==> src/rtl/pad_cfg_pkg.sv <==
// Shared types and defaults for the pad configuration sequencer and its per-side banks.
package pad_cfg_pkg;

   localparam int NPADS_DEF = 9;
   localparam int CFGW_DEF  = 8;
   localparam int PAD_W     = 4;

   typedef enum logic [1:0] {
      SIDE_NO = 2'd0,
      SIDE_SO = 2'd1,
      SIDE_EA = 2'd2,
      SIDE_WE = 2'd3
   } side_e;

   typedef enum logic [1:0] {
      ST_HOLD = 2'd0,
      ST_INIT = 2'd1,
      ST_IDLE = 2'd2
   } state_e;

endpackage

==> src/rtl/pad_cfg_bank.sv <==
// One padring side: cfg/ie/oen registers with an indexed write port and,
// under PAD_CFG_READBACK_EN, an indexed read mux.
module pad_cfg_bank
   import pad_cfg_pkg::*;
#(
   parameter int NPADS = NPADS_DEF,
   parameter int CFGW  = CFGW_DEF
) (
   input  logic                  clk,
   input  logic                  nreset,
   input  logic                  we,
   input  logic [PAD_W-1:0]      idx,
   input  logic [CFGW-1:0]       cfg_in,
   input  logic                  ie_in,
   input  logic                  oen_in,
   output logic [NPADS*CFGW-1:0] cfg,
   output logic [NPADS-1:0]      ie,
   output logic [NPADS-1:0]      oen
`ifdef PAD_CFG_READBACK_EN
   ,
   output logic [CFGW-1:0]       rd_cfg,
   output logic                  rd_ie,
   output logic                  rd_oen
`endif
);

   logic [NPADS*CFGW-1:0] cfg_q, cfg_d;
   logic [NPADS-1:0]      ie_q, ie_d;
   logic [NPADS-1:0]      oen_q, oen_d;

   always_comb begin
      cfg_d = cfg_q;
      ie_d  = ie_q;
      oen_d = oen_q;
      for (int k = 0; k < NPADS; k++) begin
         if (we && (32'(idx) == k)) begin
            cfg_d[k*CFGW +: CFGW] = cfg_in;
            ie_d[k]               = ie_in;
            oen_d[k]              = oen_in;
         end
      end
   end

   // Safe pad state: outputs disabled (oen high), inputs off, config cleared.
   always_ff @(posedge clk or negedge nreset) begin
      if (!nreset) begin
         cfg_q <= '0;
         ie_q  <= '0;
         oen_q <= '1;
      end else begin
         cfg_q <= cfg_d;
         ie_q  <= ie_d;
         oen_q <= oen_d;
      end
   end

   assign cfg = cfg_q;
   assign ie  = ie_q;
   assign oen = oen_q;

`ifdef PAD_CFG_READBACK_EN
   always_comb begin
      rd_cfg = '0;
      rd_ie  = 1'b0;
      rd_oen = 1'b0;
      for (int k = 0; k < NPADS; k++) begin
         if (32'(idx) == k) begin
            rd_cfg = cfg_q[k*CFGW +: CFGW];
            rd_ie  = ie_q[k];
            rd_oen = oen_q[k];
         end
      end
   end
`endif

endmodule

==> src/rtl/pad_cfg_sequencer.sv <==
// Padring bring-up sequencer and single-requester config write port.
// Optional pad readback is enabled with the PAD_CFG_READBACK_EN macro.
module pad_cfg_sequencer
   import pad_cfg_pkg::*;
#(
   parameter int              NPADS   = NPADS_DEF,
   parameter int              CFGW    = CFGW_DEF,
   parameter int              SETTLE  = 16,
   parameter logic [CFGW-1:0] DEF_CFG = '0
) (
   input  logic                  clk,
   input  logic                  nreset,
   input  logic                  req_valid,
   output logic                  req_ready,
   input  logic [1:0]            req_side,
   input  logic [PAD_W-1:0]      req_pad,
   input  logic [CFGW-1:0]       req_cfg,
   input  logic                  req_ie,
   input  logic                  req_oen,
   output logic                  err,
   input  logic                  err_clr,
`ifdef PAD_CFG_READBACK_EN
   input  logic                  req_write,
   output logic                  rsp_valid,
   output logic [CFGW-1:0]       rsp_cfg,
   output logic                  rsp_ie,
   output logic                  rsp_oen,
`endif
   output logic                  init_done,
   output logic [NPADS*CFGW-1:0] no_cfg,
   output logic [NPADS*CFGW-1:0] so_cfg,
   output logic [NPADS*CFGW-1:0] ea_cfg,
   output logic [NPADS*CFGW-1:0] we_cfg,
   output logic [NPADS-1:0]      no_ie,
   output logic [NPADS-1:0]      so_ie,
   output logic [NPADS-1:0]      ea_ie,
   output logic [NPADS-1:0]      we_ie,
   output logic [NPADS-1:0]      no_oen,
   output logic [NPADS-1:0]      so_oen,
   output logic [NPADS-1:0]      ea_oen,
   output logic [NPADS-1:0]      we_oen
);

   localparam int               SETTLE_EFF = (SETTLE < 1) ? 1 : SETTLE;
   localparam int               CNT_W      = $clog2(SETTLE_EFF + 1);
   localparam logic [CNT_W-1:0] CNT_LAST   = CNT_W'(SETTLE_EFF - 1);
   localparam logic [PAD_W-1:0] IDX_LAST   = PAD_W'(NPADS - 1);

   state_e           state_q, state_d;
   logic [CNT_W-1:0] cnt_q, cnt_d;
   logic [PAD_W-1:0] idx_q, idx_d;
   logic             err_q, err_d;

   logic             init_we, hs, is_wr, pad_oob, wr_en, err_evt;
   logic [3:0]       bank_we;
   logic [PAD_W-1:0] bank_idx;
   logic [CFGW-1:0]  bank_cfg;
   logic             bank_ie, bank_oen;

   logic [NPADS*CFGW-1:0] side_cfg [4];
   logic [NPADS-1:0]      side_ie  [4];
   logic [NPADS-1:0]      side_oen [4];

`ifdef PAD_CFG_READBACK_EN
   logic            rsp_valid_q, rsp_valid_d;
   logic [CFGW-1:0] rsp_cfg_q, rsp_cfg_d;
   logic            rsp_ie_q, rsp_ie_d;
   logic            rsp_oen_q, rsp_oen_d;
   logic [CFGW-1:0] side_rd_cfg [4];
   logic [3:0]      side_rd_ie, side_rd_oen;
`endif

   always_comb begin
      state_d = state_q;
      cnt_d   = cnt_q;
      idx_d   = idx_q;
      init_we = 1'b0;
      case (state_q)
         ST_HOLD: begin
            cnt_d = cnt_q + 1'b1;
            if (cnt_q == CNT_LAST) begin
               state_d = ST_INIT;
               cnt_d   = '0;
               idx_d   = '0;
            end
         end
         ST_INIT: begin
            init_we = 1'b1;
            if (idx_q == IDX_LAST) state_d = ST_IDLE;
            else                   idx_d   = idx_q + 1'b1;
         end
         ST_IDLE: ;
         default: state_d = ST_HOLD;
      endcase
   end

   // Handshake: a request transfers on a rising edge where req_valid && req_ready.
   // req_ready is a pure decode of the IDLE state; the requester keeps req_valid
   // high with stable fields until that edge, and nothing is accepted in HOLD/INIT.
   assign req_ready = (state_q == ST_IDLE);
   assign init_done = (state_q == ST_IDLE);
   assign hs        = req_valid && req_ready;
   assign pad_oob   = (32'(req_pad) >= NPADS);
   assign wr_en     = hs && is_wr && !pad_oob;
   assign err_evt   = hs && pad_oob;

   // INIT owns all four banks at the init index; otherwise the request drives them.
   always_comb begin
      bank_we  = '0;
      bank_idx = req_pad;
      bank_cfg = req_cfg;
      bank_ie  = req_ie;
      bank_oen = req_oen;
      if (init_we) begin
         bank_we  = 4'b1111;
         bank_idx = idx_q;
         bank_cfg = DEF_CFG;
         bank_ie  = 1'b1;
         bank_oen = 1'b1;
      end else begin
         for (int s = 0; s < 4; s++) bank_we[s] = wr_en && (req_side == 2'(s));
      end
   end

   always_comb begin
      err_d = err_q;
      if (err_clr) err_d = 1'b0;
      if (err_evt) err_d = 1'b1;
   end

   always_ff @(posedge clk or negedge nreset) begin
      if (!nreset) begin
         state_q <= ST_HOLD;
         cnt_q   <= '0;
         idx_q   <= '0;
         err_q   <= 1'b0;
      end else begin
         state_q <= state_d;
         cnt_q   <= cnt_d;
         idx_q   <= idx_d;
         err_q   <= err_d;
      end
   end

   assign err = err_q;

   for (genvar s = 0; s < 4; s++) begin : g_bank
      pad_cfg_bank #(
         .NPADS (NPADS),
         .CFGW  (CFGW)
      ) u_bank (
         .clk    (clk),
         .nreset (nreset),
         .we     (bank_we[s]),
         .idx    (bank_idx),
         .cfg_in (bank_cfg),
         .ie_in  (bank_ie),
         .oen_in (bank_oen),
         .cfg    (side_cfg[s]),
         .ie     (side_ie[s]),
         .oen    (side_oen[s])
`ifdef PAD_CFG_READBACK_EN
         ,
         .rd_cfg (side_rd_cfg[s]),
         .rd_ie  (side_rd_ie[s]),
         .rd_oen (side_rd_oen[s])
`endif
      );
   end

   assign no_cfg = side_cfg[SIDE_NO];
   assign so_cfg = side_cfg[SIDE_SO];
   assign ea_cfg = side_cfg[SIDE_EA];
   assign we_cfg = side_cfg[SIDE_WE];
   assign no_ie  = side_ie[SIDE_NO];
   assign so_ie  = side_ie[SIDE_SO];
   assign ea_ie  = side_ie[SIDE_EA];
   assign we_ie  = side_ie[SIDE_WE];
   assign no_oen = side_oen[SIDE_NO];
   assign so_oen = side_oen[SIDE_SO];
   assign ea_oen = side_oen[SIDE_EA];
   assign we_oen = side_oen[SIDE_WE];

`ifdef PAD_CFG_READBACK_EN
   assign is_wr = req_write;

   // Out-of-range reads answer all-zero rather than the safe-state pattern.
   always_comb begin
      rsp_valid_d = hs && !req_write;
      rsp_cfg_d   = rsp_cfg_q;
      rsp_ie_d    = rsp_ie_q;
      rsp_oen_d   = rsp_oen_q;
      if (rsp_valid_d) begin
         if (pad_oob) begin
            rsp_cfg_d = '0;
            rsp_ie_d  = 1'b0;
            rsp_oen_d = 1'b0;
         end else begin
            rsp_cfg_d = side_rd_cfg[req_side];
            rsp_ie_d  = side_rd_ie[req_side];
            rsp_oen_d = side_rd_oen[req_side];
         end
      end
   end

   always_ff @(posedge clk or negedge nreset) begin
      if (!nreset) begin
         rsp_valid_q <= 1'b0;
         rsp_cfg_q   <= '0;
         rsp_ie_q    <= 1'b0;
         rsp_oen_q   <= 1'b0;
      end else begin
         rsp_valid_q <= rsp_valid_d;
         rsp_cfg_q   <= rsp_cfg_d;
         rsp_ie_q    <= rsp_ie_d;
         rsp_oen_q   <= rsp_oen_d;
      end
   end

   assign rsp_valid = rsp_valid_q;
   assign rsp_cfg   = rsp_cfg_q;
   assign rsp_ie    = rsp_ie_q;
   assign rsp_oen   = rsp_oen_q;
`else
   assign is_wr = 1'b1;
`endif

endmodule

==> config.mk <==
export PLATFORM = sky130hd
export DESIGN_NAME = pad_cfg_sequencer
export DESIGN_NICKNAME = d
export VERILOG_FILES = /design/src/rtl/pad_cfg_pkg.sv /design/src/rtl/pad_cfg_bank.sv /design/src/rtl/pad_cfg_sequencer.sv
export SDC_FILE = /design/constraint.sdc
export NUM_CORES = 1
export LEC_CHECK = 0
export CAP_MARGIN = 25
export CORE_MARGIN = 4
export CORE_UTILIZATION = 53
export DETAILED_ROUTE_END_ITERATION = 8
export GPL_TIMING_DRIVEN = 0
export PLACE_DENSITY = 0.88
export SETUP_SLACK_MARGIN = 0.15
export SLEW_MARGIN = 10
export SYNTH_ARGS = -nofsm -noshare
export SYNTH_HDL_FRONTEND = slang
export SYNTH_HIERARCHICAL = 1
export SYNTH_SLANG_ARGS = --single-unit
==> constraint.sdc <==
create_clock -name clk -period 6.56 [get_ports clk]
set_input_delay 1.312 -clock clk [delete_from_list [all_inputs] [get_ports clk]]
set_output_delay 1.312 -clock clk [all_outputs]
set_load 0.01 [all_outputs]
Fig. 1: routed metal per tile
35 x 35 tiles, from dark purple (low) to yellow (high), scaled to the fullest tile. Values are wire area over tile area, all layers added.
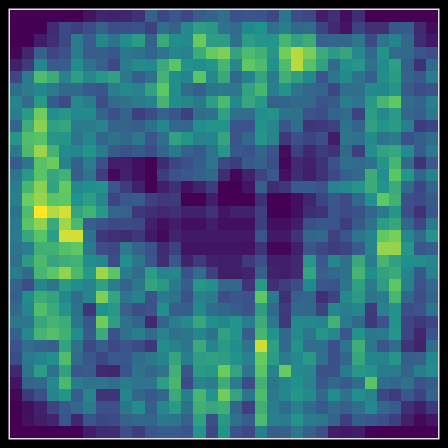
The emptiest ninth of the die: centre. The fullest tile reaches 0.61. 23% of the tiles are over half the peak.
All-Layer GR Usage: 0.270
WL per Instance: 24.3 um

Fig. 2: sub-block map
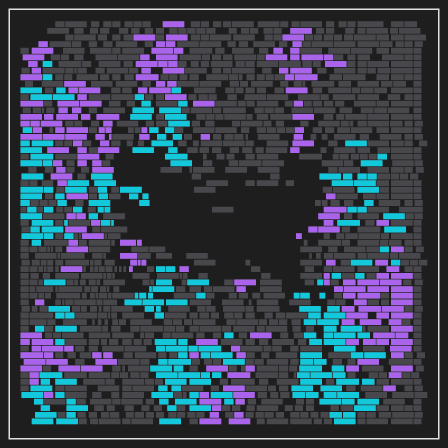
Key: g_bank[2].u_bank = purple [cells 200, where spread over the die]; g_bank[0].u_bank = cyan [cells 201, where spread over the die]
post-layout utilization of the core: 0.754
number of non-filler instances in the completed layout: 1732

Fig. 3: clock routing
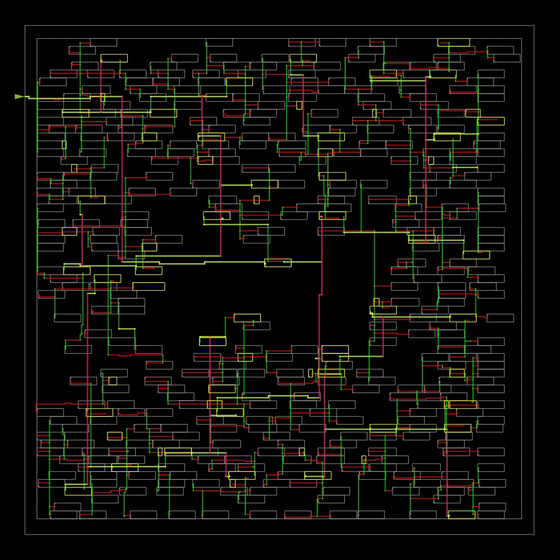
sequential cell count: 372
total clock buffers created by CTS: 38
clock-net power: 2220 uW

==> qor.tcl <==
set qor(yosys-stat-cells) 887
set qor(worstHoldPathCells) 1
set qor(firstDrtPassIters) 4
set qor(dieWidth_um) 176
set qor(global_route.overflow_total) 0
set qor(numPortBuffers) 382
set qor(number_of_global_route_vias_before_repair) 10500
set qor(hp-class) {flop to flop}
set qor(max_clock_freq_mhz) 260
set qor(antenna_cells_inserted) 0
set qor(netlist_area_mm2) 0.0149
set qor(yosysMostFrequentCell) {dfrtp_1}
set qor(yosysUniqueCellTypes) 44
set qor(dp_cells) 1662
set qor(htree_levels) 2
set qor(synth.cellmix.compoundShare) 0.00947
set qor(setup_viol) 0
set qor(antenna_found_initial) 1
set qor(maximum_number_of_pins_on_one_net_before_global_route_repair) 111
set qor(p_leak_uw) 0.00970
set qor(synth-seq-cells) 372
set qor(async_flop_share) 1.00
set qor(synthesized_area_fraction_occupied_by_adder_cells) 0.00251
set qor(hold-worst-slack_ns) 0.502
set qor(cts.clk_slew.worst_paths_ns) 0.06
set qor(chipArea_mm2) 0.0309
set qor(hold_end) {g_bank[3].u_bank/cfg[24]}
set qor(route.detailed.drc) 0
set qor(r2r_start) {state_q[0]}
set qor(timing_hold_violations_final) 0
set qor(synth-xor-area-share) 0.00176
set qor(grt.met3_usage) 0.0618
set qor(post_synthesis_to_final_layout_area_growth_pct) 40.2
set qor(detailed_place.area_mm2) 0.0196
set qor(postSynthCellCount) 887
set qor(cts-resized-gates) 0
set qor(ys_seq_share) 0.626
set qor(muxShareOfSynthArea) 0.292
set qor(nNetsFinal) 1348
set qor(placementRows) 61
set qor(netlist.area_leader.share) 0.563
set qor(worstMarginPinSlew_ns) 1.01
set qor(cts_tree) {done}
set qor(crit_path_end_kind) {flop}
set qor(yosys_simple_share) 0.0478
set qor(critical_path.reg2reg.endpoint) {g_bank[2].u_bank/cfg[26]}
set qor(clock-sinks) 372
set qor(clock_tree.root_cell) {clkbuf_16}
set qor(fin_worst_skew_ns) 0.0180
set qor(clk-insertion-delay-late_ns) 0.53
set qor(timing.critical_path.from_type) {input pin}
set qor(worst-endpoint-arrival_ns) 4.25
set qor(drive_gt1_frac) 0.403
set qor(syn_nets) 910
set qor(top_usage_layer_grt) {met2}
set qor(run_status) {finished clean}
set qor(pre_cts_setup_slack_ns) 2.14
set qor(cts.repair_timing.setup_buffer_count) 0
set qor(post_route_minimum_period_ns) 3.84
set qor(largest_buffer_count_on_any_clock_path) 3
set qor(synth.cells.most_frequent) {dfrtp_1 (336), mux2_2 (281), mux2_4 (80)}
set qor(worst_hold_startpoint) {g_bank[3].u_bank/cfg[24]}
set qor(relSlewSlack) 0.321
set qor(dominantRegCellSynth) {dfrtp_1}
set qor(period_used_share) 0.586
set qor(drt-vias-per-instance) 5.52
set qor(count_of_boundary_i_o_pins) 383
set qor(die.size.y_um) 176
set qor(edff_count_synth) 0
set qor(synth_area_per_cell_um2) 16.8
set qor(max-vdd-ir-drop_mv) 0.285
set qor(grt.met1_usage) 0.344
set qor(p_per_area_mw_per_mm2) 251
set qor(first_iter_violations) 549
set qor(synth_top_cell_by_area) {dfrtp_1}
set qor(maxCapViolCount) 0
set qor(yosys_chip_area_mm2) 0.0149
set qor(rsz0062_at_grt) {no}
set qor(cp_data_required_time_ns) 6.96
set qor(stage_log_warnings) 29
set qor(timing_max_transition_violations_final) 0
set qor(postLayoutSetupSlackWorst_ns) 2.72
set qor(timing.reg2reg.setup_slack_ns) 3.45
set qor(largest_cells_by_area_after_synthesis) {dfrtp_1 (56%), mux2_2 (21%), mux2_4 (8.0%), dfstp_2 (6.3%), buf_6 (1.2%)}
set qor(postRouteAntennaNets) 0
set qor(synthesis_warnings) 6
set qor(hold_buffers) 0
set qor(grt_pass1_wl_mm) 64.4
set qor(crit_path_max_fanout) 10
set qor(placed_wire_length_estimate_after_detailed_placement_mm) 28.7
set qor(rr_worst_depth) 7
set qor(groute.layer.met2.usage) 0.459
set qor(power_uw) 5260
set qor(final_area_mm2) 0.0209
set qor(globalplace.congestion) 0.772
set qor(timing.setup.critical_path_class) {input pin to flop}
set qor(netlist_logic_family_top) {multiplexers}
Fig. 4: cell area per tile
Scale bar: 50 um. 18 x 18 tiles, from dark purple (low) to yellow (high), 0 to 100% covered.
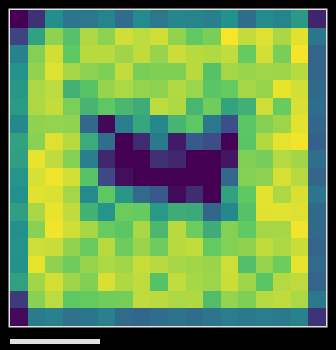
The mean over all tiles is 66%. The fullest tile reaches 99%. The emptiest ninth of the die: centre. 55% of the tiles are over 75% full. 4.0% of the tiles are nearly empty.
core area: 0.0278 mm2
Floorplan Utilization: 0.538

Fig. 5: wiring by layer
Only two layers are drawn.
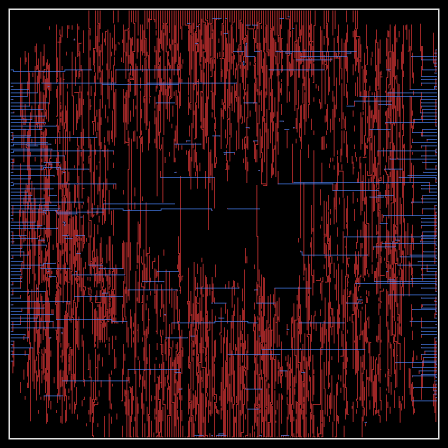
Key: met3 = blue [wire length 2800 um]; met2 = red [wire length 21.1 mm]
Via Count: 9565
final routed wirelength across all metal layers: 42.0 mm

-- metrics by stage --
stage           util  setup TNS (ns)
3_3_place_gp   0.692        -4045.34
5_1_grt        0.754               0
4_1_cts        0.753               0
6_report       0.754               0
2_1_floorplan      -               0
3_5_place_dp   0.707               0
-- per-layer routing --
metal / wire length (um) / share of wire
met1: 16600 / 0.40
met2: 21100 / 0.50
met3: 2800 / 0.067
met4: 1510 / 0.036
met5: 0 / 0
-- where the power goes --
part / switching [uW] / leakage, uW / internal, uW / total (uW)
clock: 889 / 0.000641 / 1330 / 2220
combinational: 265 / 0.00423 / 308 / 573
sequential: 61.6 / 0.00483 / 2410 / 2470
-- cell type report --
cell class              count  area [um2]
plain buffers              32         280
flip-flops and latches    372        9350
well taps                 378         473
clock inverters            11         110
clock buffers              58        1190
inverters                   4        15.0
fillers                  1665        6850
repair buffers            398        4210
multi-input cells         479        5310
-- layout by cell type (no fill, tap or decap), types with 3 or more instances in the layout --
master	count
buf_2	5
and3_2	4
and2_2	8
clkbuf_16	41
nor3b_2	4
mux2_2	281
dfrtp_1	336
clkdlybuf4s50_1	381
nand3b_1	11
clkbuf_8	10
buf_4	9
inv_1	4
mux2_4	80
dfstp_2	36
buf_8	3
nand3b_4	4
nor2_4	4
ha_1	3
nor3b_1	5
buf_16	11
buf_6	16
nor2_1	6
nand2_1	16
clkinv_2	7
nor3b_4	4
nand3_1	4
nand2_2	4
o21ai_0	4
nand2b_1	5
clkbuf_1	9
nand4b_1	4
-- kinds of logic after synthesis --
group,count (synthesis)
DFF,372
and+or+nand+nor,92
xor gates and xnor gates,3
buffers and inverters,36
muxes,361
adders and majority gates,3
AOI/OAI and AO/OA,20
-- critical path, stage by stage --
cell	delay, ns
clkdlybuf4s50_1	0.48
o31a_1	0.36
o41ai_1	0.88
nor3b_4	0.44
and3_2	0.26
buf_6	0.15
mux2_2	0.35
-- sequential cells by signal (all words and copies together) (netlist names) --
signal / flops
g_bank.u_bank/cfg: 288
g_bank.u_bank/ie: 36
g_bank.u_bank/oen: 36
cnt_q: 5
idx_q: 4
state_q: 2
err: 1
-- worst max path at each step --
stage / cells after the start / slack, ns / startpoint / endpoint
global route: 8 / 2.60 / req_pad[2] / g_bank[3].u_bank/cfg[29]
floorplan: 6 / 3.18 / req_pad[2] / g_bank[0].u_bank/ie[3]
CTS: 7 / 2.64 / req_pad[2] / g_bank[0].u_bank/cfg[31]
detailed placement: 7 / 2.14 / req_pad[2] / g_bank[2].u_bank/cfg[30]
global placement: 1 / -11.37 / nreset / g_bank[1].u_bank/cfg[41]
finish: 7 / 2.72 / req_pad[2] / g_bank[2].u_bank/cfg[26]
Power is estimated from default activity; no workload was simulated.
